port_nets.png
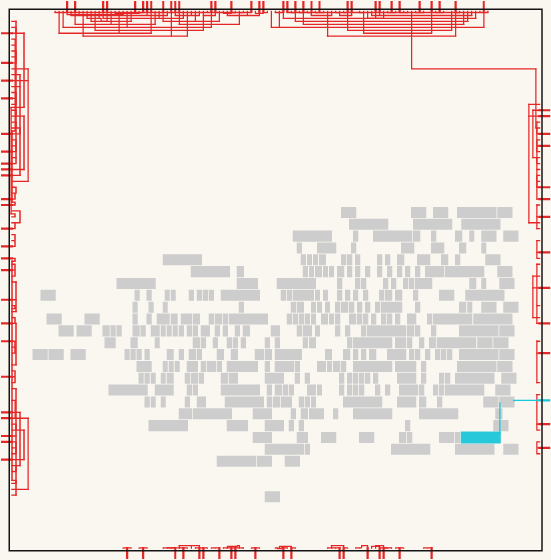
wire_density.png
24 x 25 tiles, from black (low) to pale yellow (high), scaled to the fullest tile. Values are wire area over tile area, all layers added.
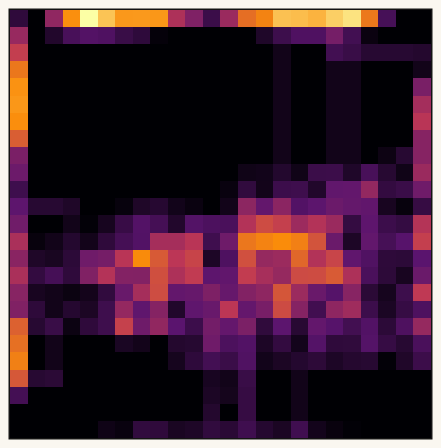
[src/rtl/classify_feeder.sv]
// Streams centroid words then data points from a RAM into the classify pipe.
// Optional FEEDER_STALL_EN adds a pipe_ready input that throttles point reads.
module classify_feeder #(
    parameter int addrWidth    = 8,
    parameter int dataWidth    = 91,
    parameter int centroid_num = 8
) (
    input  logic                    clk,
    input  logic                    rst_n,
    input  logic                    start,
    input  logic [addrWidth-1:0]    num_points,
`ifdef FEEDER_STALL_EN
    input  logic                    pipe_ready,
`endif
    output logic                    ram_rd_en,
    output logic [addrWidth-1:0]    ram_addr,
    input  logic [dataWidth-1:0]    ram_rdata,
    output logic [centroid_num-1:0] centroid_en,
    output logic [dataWidth-1:0]    centroid_data,
    output logic [dataWidth-1:0]    data_to_pipe,
    output logic                    input_reg_en,
    output logic [addrWidth-1:0]    point_index,
    output logic                    busy,
    output logic                    done
);

    typedef enum logic [1:0] {IDLE, LOAD_C, STREAM, FIN} state_t;

    localparam logic [addrWidth-1:0] C_NUM   = addrWidth'(centroid_num);
    localparam logic [addrWidth-1:0] LAST_C  = addrWidth'(centroid_num - 1);
    localparam logic [addrWidth-1:0] MAX_PTS = addrWidth'((1 << addrWidth) - centroid_num);

    state_t                  state, state_n;
    logic [addrWidth-1:0]    rem, rem_n;
    logic                    rd_n, busy_n, done_n, ire_n, ready;
    logic [addrWidth-1:0]    addr_n, pidx_n;
    logic [centroid_num-1:0] cen_n;

    assign centroid_data = ram_rdata;
    assign data_to_pipe  = ram_rdata;

`ifdef FEEDER_STALL_EN
    assign ready = pipe_ready;
`else
    assign ready = 1'b1;
`endif

    always_ff @(posedge clk or negedge rst_n) begin
        if (!rst_n) state <= IDLE;
        else        state <= state_n;
    end

    // rem counts point reads not yet issued; ram_addr holds the last issued address.
    always_comb begin
        state_n = state;
        rd_n    = 1'b0;
        addr_n  = ram_addr;
        rem_n   = rem;
        busy_n  = busy;
        done_n  = 1'b0;
        case (state)
            IDLE: begin
                if (start && !done) begin
                    state_n = LOAD_C;
                    rd_n    = 1'b1;
                    addr_n  = '0;
                    rem_n   = (num_points > MAX_PTS) ? MAX_PTS : num_points;
                    busy_n  = 1'b1;
                end
            end
            LOAD_C: begin
                if (ram_addr == LAST_C) begin
                    if (rem == '0) begin
                        state_n = FIN;
                    end else begin
                        state_n = STREAM;
                        if (ready) begin
                            rd_n   = 1'b1;
                            addr_n = ram_addr + 1'b1;
                            rem_n  = rem - 1'b1;
                        end
                    end
                end else begin
                    rd_n   = 1'b1;
                    addr_n = ram_addr + 1'b1;
                end
            end
            STREAM: begin
                if (rem == '0) begin
                    state_n = FIN;
                end else if (ready) begin
                    rd_n   = 1'b1;
                    addr_n = ram_addr + 1'b1;
                    rem_n  = rem - 1'b1;
                end
            end
            FIN: begin
                state_n = IDLE;
                done_n  = 1'b1;
                busy_n  = 1'b0;
            end
            default: state_n = IDLE;
        endcase
    end

    // Strobes follow the read that produced the data by one cycle, so the
    // address alone decides whether the returning word is a centroid or a point.
    always_comb begin
        cen_n = '0;
        for (int k = 0; k < centroid_num; k++)
            cen_n[k] = ram_rd_en && (ram_addr == addrWidth'(k));
        ire_n  = ram_rd_en && (ram_addr >= C_NUM);
        pidx_n = ire_n ? (ram_addr - C_NUM) : point_index;
    end

    always_ff @(posedge clk or negedge rst_n) begin
        if (!rst_n) begin
            ram_rd_en    <= 1'b0;
            ram_addr     <= '0;
            rem          <= '0;
            centroid_en  <= '0;
            input_reg_en <= 1'b0;
            point_index  <= '0;
            busy         <= 1'b0;
            done         <= 1'b0;
        end else begin
            ram_rd_en    <= rd_n;
            ram_addr     <= addr_n;
            rem          <= rem_n;
            centroid_en  <= cen_n;
            input_reg_en <= ire_n;
            point_index  <= pidx_n;
            busy         <= busy_n;
            done         <= done_n;
        end
    end

endmodule

[config.mk]
export PLATFORM = sky130hd
export DESIGN_NAME = classify_feeder
export DESIGN_NICKNAME = d
export VERILOG_FILES = /design/src/rtl/classify_feeder.sv
export SDC_FILE = /design/constraint.sdc
export NUM_CORES = 1
export LEC_CHECK = 0
export ABC_AREA = 1
export CORE_AREA = 5 5 117 119
export CTS_BUF_LIST = sky130_fd_sc_hd__clkbuf_8
export CTS_CLUSTER_DIAMETER = 200
export CTS_CLUSTER_SIZE = 28
export DETAILED_ROUTE_END_ITERATION = 6
export DIE_AREA = 0 0 122 124
export PLACE_DENSITY = 0.74
export RECOVER_POWER = 100
export SLEW_MARGIN = 5
export SYNTH_ARGS = -nofsm -noshare
export SYNTH_HDL_FRONTEND = slang
export SYNTH_SLANG_ARGS = --single-unit
[constraint.sdc]
create_clock -name clk -period 2.6 [get_ports clk]
set_clock_uncertainty 0.15 [all_clocks]
set_input_delay 0.26 -clock clk [delete_from_list [all_inputs] [get_ports clk]]
set_output_delay 0.26 -clock clk [all_outputs]
set_load 0.01 [all_outputs]
==> flow_metrics.tcl <==
# collected from the flow reports
set metrics [dict create \
    status "completed" \
    clock_cell_area_share_pct 2.69 \
    area_growth_pct -19.9 \
    cp_common_cell "nand2_1" \
    drtIter0Drc 104 \
    power_frac_seq_pct 32.3 \
    gr-usage-met1_pct 9.54 \
    final-nonclk-buf-share_pct 13.2 \
    layout.cells.most_common "nand2_1" \
    setup_viol 0 \
    hold_class "register to register" \
    topCombFamilyByArea "buffers and inverters" \
    grt_util_met3_pct 6.72 \
    busiest_layer "met2" \
    cts_sinks 38 \
    post-route-period-util_pct 85.7 \
    critPathKind "register to register" \
    lay_top_cells "nand2_1, dfrtp_1, inv_1" \
    dr_wl_met3_um 1150 \
    slew-limit-headroom_pct 37.0 \
    design.seq.count 38 \
    top_area_cell_class "multi-input combinational cells" \
    yosys.area_share.simple_pct 23.5 \
    synth.distinct_cells 31 \
    grt_max_degree 39 \
    cts_setup_buffers 0 \
    finalMaxSlewViolations 0 \
    rsz0062_at_grt "false" \
    firstDrtPassIters 4 \
    final-comb-area_um2 1150 \
    syn_inst 493 \
    fin_tns_setup_ns 0 \
    yosysWarnings 0 \
    worstPathArrival_ns 2.27 \
    power_clock_w 0.000396 \
    n_all_buffers 39 \
    dr_total_vias 2197 \
    power_w 0.00254 \
    cts_buffer_depth 2 \
    topCellsByArea "buf_4, dfrtp_1, nand2_1" \
    pg_comb_w 0.00133 \
    worstPathRequired_ns 2.64 \
    crit_slowest_cell "o21ai_0" \
    yosys_most_used_dff "dfrtp_1" \
    grt-ovfl-total 0 \
    cp-start-kind "register" \
    die_area_um2 15100 \
    fp_util_pct 29.3 \
    htree_levels 2 \
]
## Picture notes: port_nets.png
- cyan: `input_reg_en` (direction output; end cells 1; wire 13.2 um)
- red: `data_to_pipe` (direction output; end cells 0; wire 1540 um)

## Picture notes: wire_density.png
- nearly empty tiles: 42%
- fullest tile: 0.55
- mean over tiles: 0.084
- emptiest ninth of the die: top middle
- tiles over half the peak: 8.2%

